## config.mk

```make
export PLATFORM = sky130hd
export DESIGN_NAME = uart_frame_rx
export DESIGN_NICKNAME = d
export VERILOG_FILES = /design/src/rtl/ledarray_pkg.sv /design/src/rtl/uart_rx_byte.sv /design/src/rtl/uart_frame_rx.sv
export SDC_FILE = /design/constraint.sdc
export NUM_CORES = 1
export LEC_CHECK = 0
export CORE_MARGIN = 2
export CORE_UTILIZATION = 46
export DETAILED_ROUTE_END_ITERATION = 10
export PLACE_DENSITY = 0.64
export SLEW_MARGIN = 20
export SYNTH_ARGS = -nofsm -noshare
export SYNTH_HDL_FRONTEND = slang
export SYNTH_SLANG_ARGS = --single-unit
export TNS_END_PERCENT = 50
```

## constraint.sdc

```tcl
create_clock -name CLK -period 6.2 [get_ports CLK]
set_input_delay 1.86 -clock CLK [delete_from_list [all_inputs] [get_ports CLK]]
set_output_delay 1.86 -clock CLK [all_outputs]
set_load 0.05 [all_outputs]
```

## src/rtl/ledarray_pkg.sv

```systemverilog
`default_nettype none
// ============================================================================
// Module   : ledarray_pkg
// Brief    : Shared state encodings and frame constants for the LED-array path.
// Revision : 1.0 - initial release
// ============================================================================
package ledarray_pkg;

  typedef enum logic [1:0] {
    BIT_IDLE  = 2'd0,
    BIT_START = 2'd1,
    BIT_DATA  = 2'd2,
    BIT_STOP  = 2'd3
  } bit_state_e;

  typedef enum logic [0:0] {
    FR_WAIT_SYNC = 1'b0,
    FR_COLLECT   = 1'b1
  } frame_state_e;

  localparam logic [7:0] SYNC_BYTE = 8'hA5;
  localparam int         FRAME_LEN = 16;

endpackage
`default_nettype wire

```

## src/rtl/uart_rx_byte.sv

```systemverilog
`default_nettype none
// ============================================================================
// Module   : uart_rx_byte
// Brief    : 2-FF RX synchroniser plus 8N1 bit-level receive state machine.
// Revision : 1.0 - initial release
// ============================================================================
module uart_rx_byte
  import ledarray_pkg::*;
#(
  parameter int CLKS_PER_BIT = 104
) (
  input  logic       clk_i,
  input  logic       rstn_i,
  input  logic       rx_i,
  output logic       byte_valid_o,
  output logic [7:0] byte_data_o,
  output logic       frame_err_o
);

  localparam int               CNT_W    = (CLKS_PER_BIT > 2) ? $clog2(CLKS_PER_BIT) : 1;
  localparam logic [CNT_W-1:0] CNT_MID  = CNT_W'(CLKS_PER_BIT / 2);
  localparam logic [CNT_W-1:0] CNT_LAST = CNT_W'(CLKS_PER_BIT - 1);

  logic             sync1_q;
  logic             rxs_q;
  bit_state_e       state_q;
  logic [CNT_W-1:0] cnt_q;
  logic [2:0]       bit_q;
  logic [7:0]       shift_q;
  logic             valid_q;
  logic [7:0]       data_q;
  logic             ferr_q;

  always_ff @(posedge clk_i) begin
    if (!rstn_i) begin
      sync1_q <= 1'b1;
      rxs_q   <= 1'b1;
      state_q <= BIT_IDLE;
      cnt_q   <= '0;
      bit_q   <= '0;
      shift_q <= '0;
      valid_q <= 1'b0;
      data_q  <= '0;
      ferr_q  <= 1'b0;
    end else begin
      sync1_q <= rx_i;
      rxs_q   <= sync1_q;
      valid_q <= 1'b0;
      ferr_q  <= 1'b0;
      case (state_q)
        BIT_IDLE: begin
          if (!rxs_q) begin
            state_q <= BIT_START;
            cnt_q   <= '0;
          end
        end
        BIT_START: begin
          // A line that is high again at mid-start-bit was only a glitch.
          if (cnt_q == CNT_MID) begin
            cnt_q   <= '0;
            bit_q   <= '0;
            state_q <= rxs_q ? BIT_IDLE : BIT_DATA;
          end else begin
            cnt_q <= cnt_q + 1'b1;
          end
        end
        BIT_DATA: begin
          if (cnt_q == CNT_LAST) begin
            cnt_q   <= '0;
            shift_q <= {rxs_q, shift_q[7:1]};
            bit_q   <= bit_q + 1'b1;
            if (bit_q == 3'd7) begin
              state_q <= BIT_STOP;
            end
          end else begin
            cnt_q <= cnt_q + 1'b1;
          end
        end
        BIT_STOP: begin
          if (cnt_q == CNT_LAST) begin
            cnt_q   <= '0;
            state_q <= BIT_IDLE;
            if (rxs_q) begin
              valid_q <= 1'b1;
              data_q  <= shift_q;
            end else begin
              ferr_q <= 1'b1;
            end
          end else begin
            cnt_q <= cnt_q + 1'b1;
          end
        end
        default: state_q <= BIT_IDLE;
      endcase
    end
  end

  assign byte_valid_o = valid_q;
  assign byte_data_o  = data_q;
  assign frame_err_o  = ferr_q;

endmodule
`default_nettype wire

```

## src/rtl/uart_frame_rx.sv

```systemverilog
`default_nettype none
// ============================================================================
// Module   : uart_frame_rx
// Brief    : UART byte receiver plus sync-headed 16-byte frame assembler with an
//            atomically updated display buffer.
// Revision : 1.0 - initial release
// ============================================================================
module uart_frame_rx
  import ledarray_pkg::*;
#(
  parameter int         CLK_HZ    = 12_000_000,
  parameter int         BAUD      = 115200,
  parameter logic [7:0] SYNC_BYTE = ledarray_pkg::SYNC_BYTE,
  parameter int         GAP_BITS  = 20
) (
  input  logic       CLK,
  input  logic       RSTN,
  input  logic       RX,
  input  logic [3:0] rd_addr,
  output logic [7:0] rd_data,
  output logic       byte_valid,
  output logic [7:0] byte_data,
  output logic       frame_ready,
  output logic       frame_busy,
  output logic       rx_err
);

  localparam int               CLKS_PER_BIT = CLK_HZ / BAUD;
  localparam int               GAP_CYCLES   = GAP_BITS * CLKS_PER_BIT;
  localparam int               GAP_W        = $clog2(GAP_CYCLES + 1);
  localparam logic [GAP_W-1:0] GAP_LAST     = GAP_W'(GAP_CYCLES - 1);
  localparam logic [3:0]       IDX_LAST     = 4'(FRAME_LEN - 1);

  logic       rx_valid;
  logic [7:0] rx_data;
  logic       rx_ferr;
  logic       gap_timeout;

  frame_state_e     frame_q;
  logic [3:0]       idx_q;
  logic [GAP_W-1:0] gap_q;
  logic [7:0]       shadow_q [FRAME_LEN];
  logic [7:0]       disp_q   [FRAME_LEN];
  logic [7:0]       rd_data_q;
  logic             frame_ready_q;
  logic             rx_err_q;

  uart_rx_byte #(
    .CLKS_PER_BIT (CLKS_PER_BIT)
  ) u_rx_byte (
    .clk_i        (CLK),
    .rstn_i       (RSTN),
    .rx_i         (RX),
    .byte_valid_o (rx_valid),
    .byte_data_o  (rx_data),
    .frame_err_o  (rx_ferr)
  );

  assign gap_timeout = (frame_q == FR_COLLECT) && !rx_valid && (gap_q == GAP_LAST);

  always_ff @(posedge CLK) begin
    if (!RSTN) begin
      frame_q       <= FR_WAIT_SYNC;
      idx_q         <= '0;
      gap_q         <= '0;
      rd_data_q     <= '0;
      frame_ready_q <= 1'b0;
      rx_err_q      <= 1'b0;
      for (int i = 0; i < FRAME_LEN; i++) begin
        shadow_q[i] <= '0;
        disp_q[i]   <= '0;
      end
    end else begin
      frame_ready_q <= 1'b0;
      // Framing error and timeout are ORed so a coincidence yields one pulse.
      rx_err_q      <= rx_ferr | gap_timeout;
      rd_data_q     <= disp_q[rd_addr];
      case (frame_q)
        FR_WAIT_SYNC: begin
          gap_q <= '0;
          if (rx_valid && (rx_data == SYNC_BYTE)) begin
            frame_q <= FR_COLLECT;
            idx_q   <= '0;
          end
        end
        FR_COLLECT: begin
          if (rx_ferr || gap_timeout) begin
            frame_q <= FR_WAIT_SYNC;
            gap_q   <= '0;
          end else if (rx_valid) begin
            gap_q           <= '0;
            shadow_q[idx_q] <= rx_data;
            idx_q           <= idx_q + 1'b1;
            if (idx_q == IDX_LAST) begin
              // The final byte bypasses shadow so disp is whole on frame_ready.
              for (int i = 0; i < FRAME_LEN; i++) begin
                disp_q[i] <= shadow_q[i];
              end
              disp_q[IDX_LAST] <= rx_data;
              frame_ready_q    <= 1'b1;
              frame_q          <= FR_WAIT_SYNC;
            end
          end else begin
            gap_q <= gap_q + 1'b1;
          end
        end
        default: frame_q <= FR_WAIT_SYNC;
      endcase
    end
  end

  assign rd_data     = rd_data_q;
  assign byte_valid  = rx_valid;
  assign byte_data   = rx_data;
  assign frame_ready = frame_ready_q;
  assign frame_busy  = (frame_q == FR_COLLECT);
  assign rx_err      = rx_err_q;

endmodule
`default_nettype wire

```

==> flow_summary.toml, run 1 <==
# generated from flow reports
[outcome]
status = "finished clean"

[finish]
nonClkBufAreaFrac = 0.02486
nets = 982
nMultiInputCombCells = 553
nClkBuffers = 45
clkCellAreaFrac = 0.07054
fillers = 2362
diodes = 0
seqCellArea_um2 = 8869
comb_area_um2 = 4073
drive_gt1_frac = 0.1034

[yosys]
ys.flop_type = "edfxtp_1"
ys_seq_frac = 0.6717
common_cells = "256 x edfxtp_1, 251 x and2_1, 59 x dfxtp_1, 56 x nor2_1, 35 x mux2i_1"
yosys-top-cells-area = "edfxtp_1 58%, and2_1 12%, dfxtp_1 8.9%"
aoi_share = 0.03033
synth_cell_types = 55
syn_area_per_cell_um2 = 14.21
top_logic_kind = "simple AND/OR/NAND/NOR gates"
synth_top_cell_by_area = "edfxtp_1"
async_reset_ff_frac = 0
adder_share = 0.01327
synth-seq-cells = 315
synthXorXnorAreaFrac = 0.006634
mux_area_frac = 0.08112
synthCells = 929
edf_count = 256

[setup_path]
criticalPathCategory = "input pin to register"
arrival_ns = 4.11
path_max_fanout = 36
reg2reg_from = "idx_q[2]"
crit_slowest_cell = "nor3_1"
timing.critical_path.buf_inv = 1

[clock_tree]
path_clk_slew_ns = 0.06
ctsResizeCount = 0
clock.latency.late_pin_ns = 0.50
root_buffer = "clkbuf_16"
cts_tree = "done"

[floorplan]
fp.dieW_um = 173.4
core_um2 = 28470
num_io_pins = 27
dieArea_um2 = 30070

[place]
place_area_um2 = 13850
place.gp.congestion = 0.7913
dpl.hpwl_mm = 16.89

[timing]
clock.fmax_mhz = 253.2
whs_ns = 0.4097
final-setup-viol-count = 0
hold_viol = 0
relSlewSlack = 0.3075
fin_crit_sh = 0.6370
drv_slew = 0
tightest_slew_ns = 1.036
rsz0062_at_grt = "no"

[worst_hold_path]
min_from = "u_rx_byte.sync1_q"

[routing]
final_antenna_net_count = 0
first_pass_iters = 4

[global_route]
grt_pass1_vias = 7238
grt_max_degree = 95

[pwr]
total_power_mw = 4.550
seq_power_share = 0.530
pg_seq_mw = 2.41
p_leak_nw = 5.270
switchingPower_uw = 960.3
power-top-group = "registers"

[job]
warning_count = 34
drv_cap = 0
==> run 1: metal layers <==
layer / GRT usage / routed length (um) / share of wire / up-vias
met5: 0 / 0 / 0 / -
met4: 0.05049 / 531 / 0.020 / 0
met3: 0.02939 / 1307 / 0.050 / 41
met2: 0.2807 / 12150 / 0.46 / 167
met1: 0.2671 / 12370 / 0.47 / 3489
li1: - / - / - / 3407
==> run 1: placed cells by master, fill, tap and decap left out, types with 16 or more instances in the layout <==
master           synthesis  final
and2_1                 251    251
buf_4                    3     16
clkbuf_16                0     35
clkdlybuf4s50_1          0     24
dfxtp_1                 59     59
edfxtp_1               256    256
mux2i_1                 35     35
mux4_2                  32     32
nand2_1                 30     30
nor2_1                  56     56
==> run 1: state kept, by name, summed over array words and instances (netlist names), 3 cells and up, named ones only <==
name	flops
rd_data	8
u_rx_byte.bit_q	3
gap_q	12
shadow_q	128
u_rx_byte.cnt_q	7
idx_q	4
u_rx_byte.shift_q	8
disp_q	128
u_rx_byte.byte_data_o	8
==> run 1: metrics by stage <==
stage / std cells / setup slack (ns) / utilization
4_1_cts: 1370 / 2.284 / 0.5233
3_5_place_dp: 1308 / 1.740 / 0.4864
2_1_floorplan: 929 / 0.8936 / -
6_report: 1370 / 2.251 / 0.5234
5_1_grt: 1370 / 1.920 / 0.5234
3_3_place_gp: 1308 / 1.850 / 0.4864
==> run 1: final timing paths <==
| check | slack [ns] | depth (start not counted) | to |
|---|---|---|---|
| worst min register to register | 0.41 | 1 | u_rx_byte.rxs_q |
| worst min-delay path | 0.41 | 1 | u_rx_byte.rxs_q |
| worst max register to register | 3.16 | 4 | disp_q[8][3] |
| worst max-delay path | 2.25 | 5 | shadow_q[1][4] |
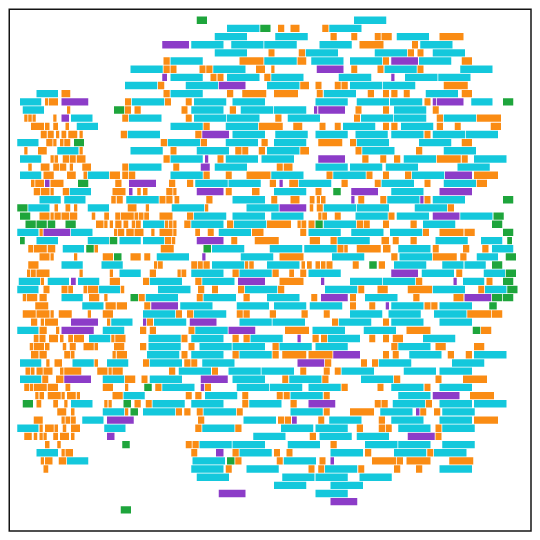
Run 1: placement by cell class
Drawn at 3 px/um.
remaining buffers and delay cells -> green  # cells 42
remaining logic cells -> orange  # cells 567
registers -> cyan  # cells 315
clock drivers and dummy loads -> purple  # cells 62
Cell Rows: 62
design area: 14,900 um^2
Seq area share: 0.5952
final core occ: 0.5234

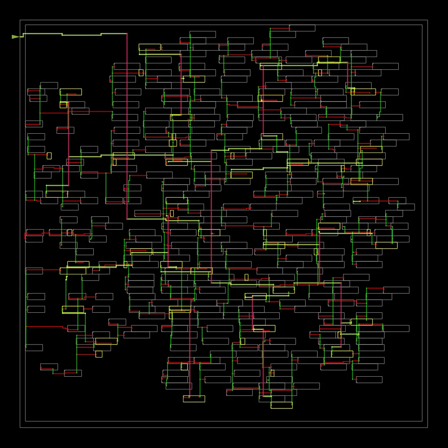
Run 1: the clock network
CTS Buf Count: 35
P_clk: 1.91 mW
Sink Count: 315

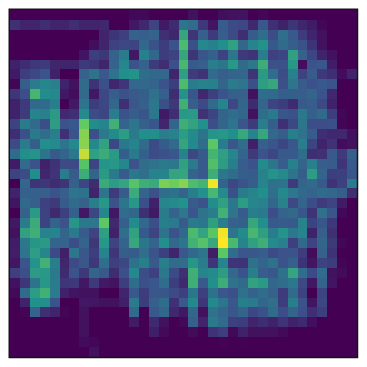
Run 1: wire density map
Drawn at 2 px/um. The die is cut into 35 by 35 equal tiles; dark purple is low, yellow is high, scaled to the fullest tile. Values are wire area over tile area, all layers added.
nearly empty tiles = 19%
fullest tile = 0.55
mean over tiles = 0.14
via count: 7,104
Routed WL: 26.36 mm
routed length per instance: 19.24 um
total track usage: 0.1813

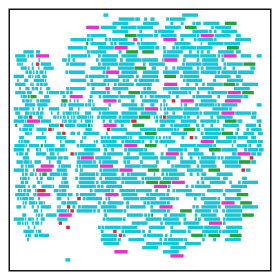
Run 1: cell sizes after repair
Drawn at 1.5 px/um.
x3 and x4 -> red  # cells 21, share 2.1%
x6 and larger -> magenta  # cells 39, share 4.0%
x2 -> green  # cells 42, share 4.3%
x1 and smaller -> cyan  # cells 884, share 90%
Layout area overhead: 12.86%
final worst slack: 2.251 ns
non-clock buffer count in the final layout: 42

Run 1, signal wires on met3:
Drawn at 2 px/um.
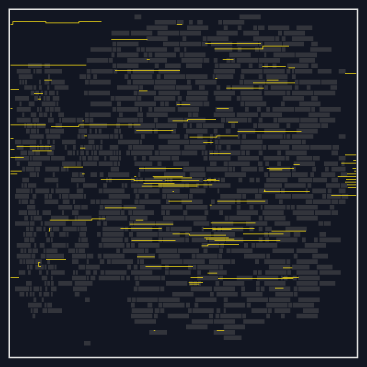

==> run 1 -> run 2 <==
Clock period 6.2 ns to 4 ns, I/O delays scaled along.
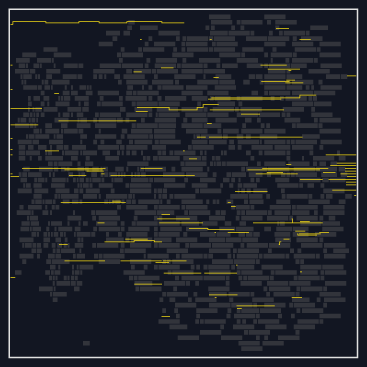
Run 2: signal wires on met3
Drawn at 2 px/um.
share of all routed wire = 4.8%
longest straight run = 46.5 um
nets with wire on the layer = 69
Routed WL: 26.06 mm
via count: 7,085
met3 Use GR: 0.03202

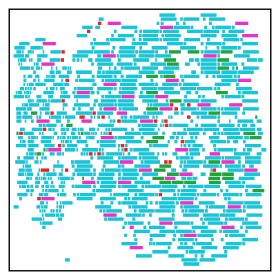
Run 2: cell sizes after repair
Drawn at 1.5 px/um.
x1 and smaller -> cyan  # cells 883, share 88%
x3 and x4 -> red  # cells 34, share 3.4%
x2 -> green  # cells 41, share 4.1%
x6 and larger -> magenta  # cells 43, share 4.3%
Layout area overhead: 14.22%
non-clock buffer count in the final layout: 60

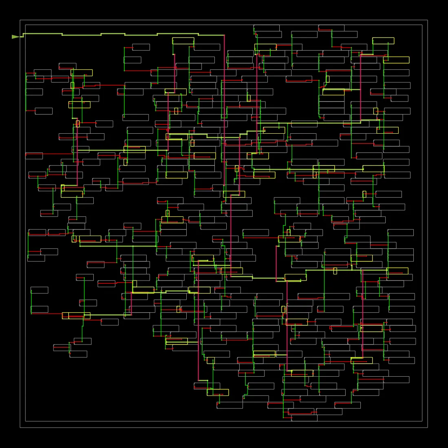
Run 2: the clock network
P_clk: 2.96 mW
# clk buffers: 48

==> flow_summary.toml, run 2 <==
# generated from flow reports
[yosys]
syn_nets = 950
syn_area_per_cell_um2 = 14.21
synth_cell_types = 55
synth_top_cell_by_area = "edfxtp_1"
common_cells = "256 x edfxtp_1, 251 x and2_1, 59 x dfxtp_1, 56 x nor2_1, 35 x mux2i_1"
synthCells = 929
ys_seq_frac = 0.6717
synth-seq-cells = 315
async_reset_ff_frac = 0
yosys.area.top_type_share = 0.5823
yosys-top-cells-area = "edfxtp_1 58%, and2_1 12%, dfxtp_1 8.9%"
edf_count = 256
ys.flop_type = "edfxtp_1"

[worst_hold_path]
min_from = "u_rx_byte.sync1_q"
holdPathStages = 1
min_to = "u_rx_byte.rxs_q"

[floorplan]
num_io_pins = 27
dieArea_um2 = 30070
fp.dieW_um = 173.4
core_um2 = 28470
rows = 62

[place]
place.gp.congestion = 0.7714
numPortBuffers = 26
place_area_um2 = 14030
dp_cells = 1326
dpl.hpwl_mm = 16.72
pre_cts_slack_ns = 0.7962

[global_route]
grtUsageTotal = 0.1770
grt_pass1_vias = 7046
grt_max_degree = 98

[clock_tree]
path_clk_slew_ns = 0.06
cts_tree = "done"
ctsResizeCount = 0
cts_buffers = 35
root_buffer = "clkbuf_16"
clock.latency.late_pin_ns = 0.51
clock_sinks = 315

[timing]
relSlewSlack = 0.4673
clock_skew_ns = 0.02040
drv_slew = 0
final-setup-viol-count = 0
rsz0062_at_grt = "no"
worst_slack_ns = 0.8227
tightest_slew_ns = 0.7962
hold_viol = 0
clock.fmax_mhz = 314.7
fin_crit_sh = 0.7943

[routing]
dr_wl_met2_mm = 12.41
met1_length_mm = 11.92
first_pass_iters = 5
wl_per_cell_um = 18.82
wl_met3_mm = 1.256
final_antenna_net_count = 0

[finish]
reg_top3 = "disp_q (128), shadow_q (128), gap_q (12)"
layout_top_cell = "edfxtp_1"
nets = 1000
diodes = 0
drive_gt1_frac = 0.1179
fin_cells = 1385
finish.instance_area_um2 = 15080
layout_top_cells = "256 x edfxtp_1, 251 x and2_1, 59 x dfxtp_1, 56 x nor2_1, 37 x clkbuf_16"

[setup_path]
reg2reg_setup_slack_ns = 1.40
r2r_end = "disp_q[14][2]"
path_max_fanout = 20
criticalPathCategory = "register to output pin"
arrival_ns = 1.98
reg2reg_from = "idx_q[3]"
rr_worst_depth = 4

[pwr]
total_power_mw = 7.058
p_leak_nw = 5.385

[outcome]
status = "finished clean"

[job]
drv_cap = 0
warning_count = 34
[run 2: cell count changes in the layout (fill, tap and decap cells not counted), moves of 4 or more]
cell | before | now
buf_12 | 0 | 4
buf_4 | 16 | 30
o21ai_0 | 6 | 15
o21ai_1 | 9 | 0
[run 2: critical path: stages (launching register included)]
cell and delay, ns:
dfxtp_1 0.30, buf_4 0.30, clkdlybuf4s50_1 0.88
[run 2: area by class of cell]
| cell class | instances | area, um^2 |
|---|---|---|
| fill | 2334 | 13390 |
| sequential | 315 | 8869 |
| multi-input combinational | 553 | 4073 |
| clock buffer | 48 | 967.2 |
| timing repair buffer | 60 | 555.5 |
| tap | 384 | 480.5 |
| clock inverter | 11 | 80.08 |
| inverter | 14 | 56.30 |
[run 2: kinds of logic (layout without fill, tap and decap cells)]
group	after synthesis	in the layout	synth area share
simple gates	404	404	0.1771
flops	315	315	0.6717
mux	67	67	0.08112
buf+inv	61	133	0.01981
compound gates	58	58	0.03033
fa+ha+maj	14	14	0.01327
xor+xnor	10	10	0.006634
[run 2: metal layers]
layer	global-route usage	vias to the layer above
met5	0	-
met2	0.2908	161
met3	0.03202	42
li1	-	3431
met1	0.2463	3451
met4	0.04343	0
[run 2: per-stage QoR]
| step | hold slack [ns] | utilization |
|---|---|---|
| floorplan | 0.3863 | - |
| global placement | 0.4024 | 0.4929 |
| detailed placement | 0.3995 | 0.4929 |
| CTS | 0.4204 | 0.5297 |
| global route | 0.4410 | 0.5297 |
| finish | 0.4179 | 0.5297 |
[run 2: report_power, final]
part	internal (mW)	switching, mW	total [mW]
logic	0.145	0.213	0.358
registers	3.69	0.0525	3.74
clock network	1.75	1.21	2.96
total	5.58	1.47	7.06
Run 2, wire density map:
Drawn at 2 px/um. The die is cut into 35 by 35 equal tiles; dark purple is low, yellow is high, scaled to the fullest tile. Values are wire area over tile area, all layers added.
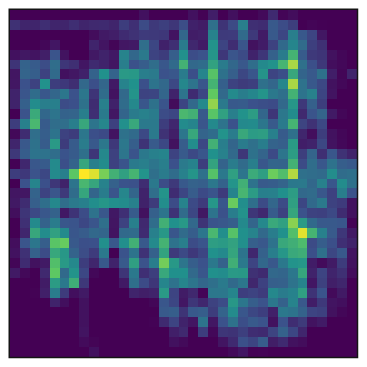

==> run 2 -> run 3 <==
Clock period 4 ns to 3.05 ns, I/O delays scaled along.
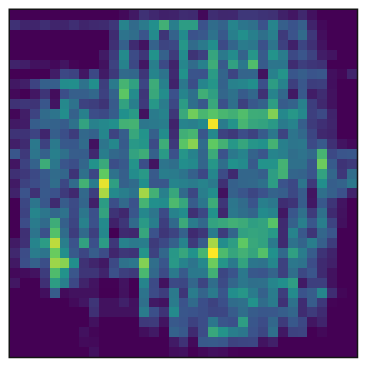
Run 3: wire density map
Drawn at 2 px/um. The die is cut into 35 by 35 equal tiles; dark purple is low, yellow is high, scaled to the fullest tile. Values are wire area over tile area, all layers added.
tiles over half the peak = 13%
nearly empty tiles = 18%
densest ninth of the die = center
emptiest ninth of the die = lower left
total track usage: 0.1829
Routed WL: 26.98 mm

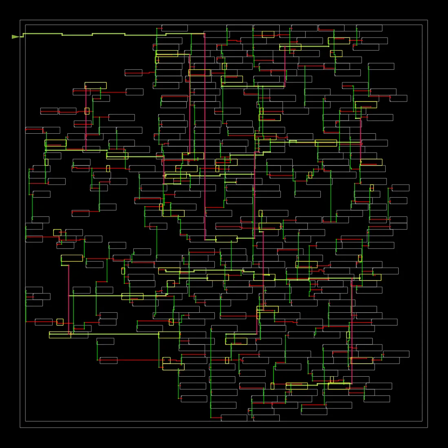
Run 3: the clock network
sequential cell count: 315
Clock Skews: 0.01687 ns

==> flow_summary.toml, run 3 <==
# generated from flow reports
[outcome]
status = "finished clean"

[setup_path]
max_stage_delay_ns = 0.87
path_cells = "clkdlybuf4s50_1"
cp_top_family = "buffers and inverters"
criticalPathCategory = "register to output pin"

[clock_tree]
path_clk_slew_ns = 0.06
ctsResizeCount = 0
cts_buffers = 34

[timing]
hold_viol = 0
worst_slack_ns = 0.2456
whs_ns = 0.4156
clock.fmax_mhz = 356.6
final-setup-viol-count = 0

[finish]
drive_gt1_frac = 0.1206
fin_cells = 1388
layout_top_cells = "256 x edfxtp_1, 251 x and2_1, 59 x dfxtp_1, 56 x nor2_1"
layout_top_cell = "edfxtp_1"
nets = 1000

[pwr]
comb_power_share = 0.050
pwr-share-clk = 0.410
p_sw_frac = 0.2119

[global_route]
grtUsageMet1 = 0.2671
grt_max_degree = 68
grt_pass1_vias = 7022
grt.met3_usage = 0.03925

[routing]
wl_per_cell_um = 19.44
num_vias = 7118

[yosys]
synthCells = 929
yosys.area.top_type_share = 0.5823
syn_nets = 950
ys_seq_frac = 0.6717

[floorplan]
dieArea_um2 = 30070
fp.dieW_um = 173.4

[place]
place.gp.congestion = 0.8038
numPortBuffers = 26
pre_cts_slack_ns = 0.2542
place_area_um2 = 14040
dp_cells = 1327

[worst_hold_path]
min_from = "u_rx_byte.sync1_q"

[job]
warning_count = 35
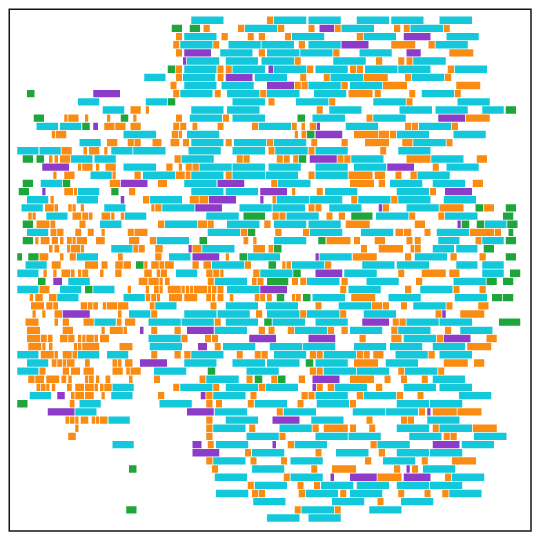
Run 3: placement by cell class
Drawn at 3 px/um.
remaining logic cells -> orange  # cells 567
registers -> cyan  # cells 315
remaining buffers and delay cells -> green  # cells 61
clock drivers and dummy loads -> purple  # cells 60
Seq area share: 0.5891
design area: 15,050 um^2

run 3: layer usage:
layer | up-vias | part of all wire
met3 | 34 | 0.060
met2 | 204 | 0.45
met5 | - | 0
met4 | 0 | 0.018
li1 | 3431 | -
met1 | 3449 | 0.47
run 3: path summary, 6_finish.rpt:
check | endpoint | slack (ns) | cells after the start
worst max-delay path | frame_busy | 0.25 | 1
worst max register to register | disp_q[8][0] | 0.69 | 4
worst min register to register | u_rx_byte.rxs_q | 0.42 | 1
worst min-delay path | u_rx_byte.rxs_q | 0.42 | 1
run 3: cell families after synthesis:
kind of cell,after synthesis,synth area share
xor gates and xnor gates,10,0.006634
AOI/OAI and AO/OA,58,0.03033
adders and majority gates,14,0.01327
DFF,315,0.6717
and+or+nand+nor,404,0.1771
buffers and inverters,61,0.01981
muxes,67,0.08112
run 3: cell type report:
| cell class | instances | area (um^2) |
|---|---|---|
| well taps | 384 | 480.5 |
| clock buffers | 45 | 933.4 |
| clock inverters | 15 | 78.83 |
| inverters | 14 | 56.30 |
| multi-input cells | 553 | 4073 |
| repair buffers | 61 | 560.5 |
| flip-flops and latches | 315 | 8869 |
| fillers | 2353 | 13420 |
| diodes | 1 | 2.502 |
run 3: power by group through the flow:
stage / clock network, mW / logic, mW / registers (mW)
floorplan: 0 / 0.294 / 5.00
global placement: 0 / 0.464 / 5.00
detailed placement: 0 / 0.467 / 5.00
CTS: 3.81 / 0.468 / 4.91
global route: 3.97 / 0.502 / 4.93
finish: 3.74 / 0.460 / 4.91
run 3: worst reg2reg max path, cell delays in order (launching register included):
cell	delay [ns]
dfxtp_1	0.55
nand2_1	0.35
o21a_1	0.43
clkinvlp_4	0.28
buf_12	0.36
Power figures rest on the tool's default switching activity, not on a simulated workload.
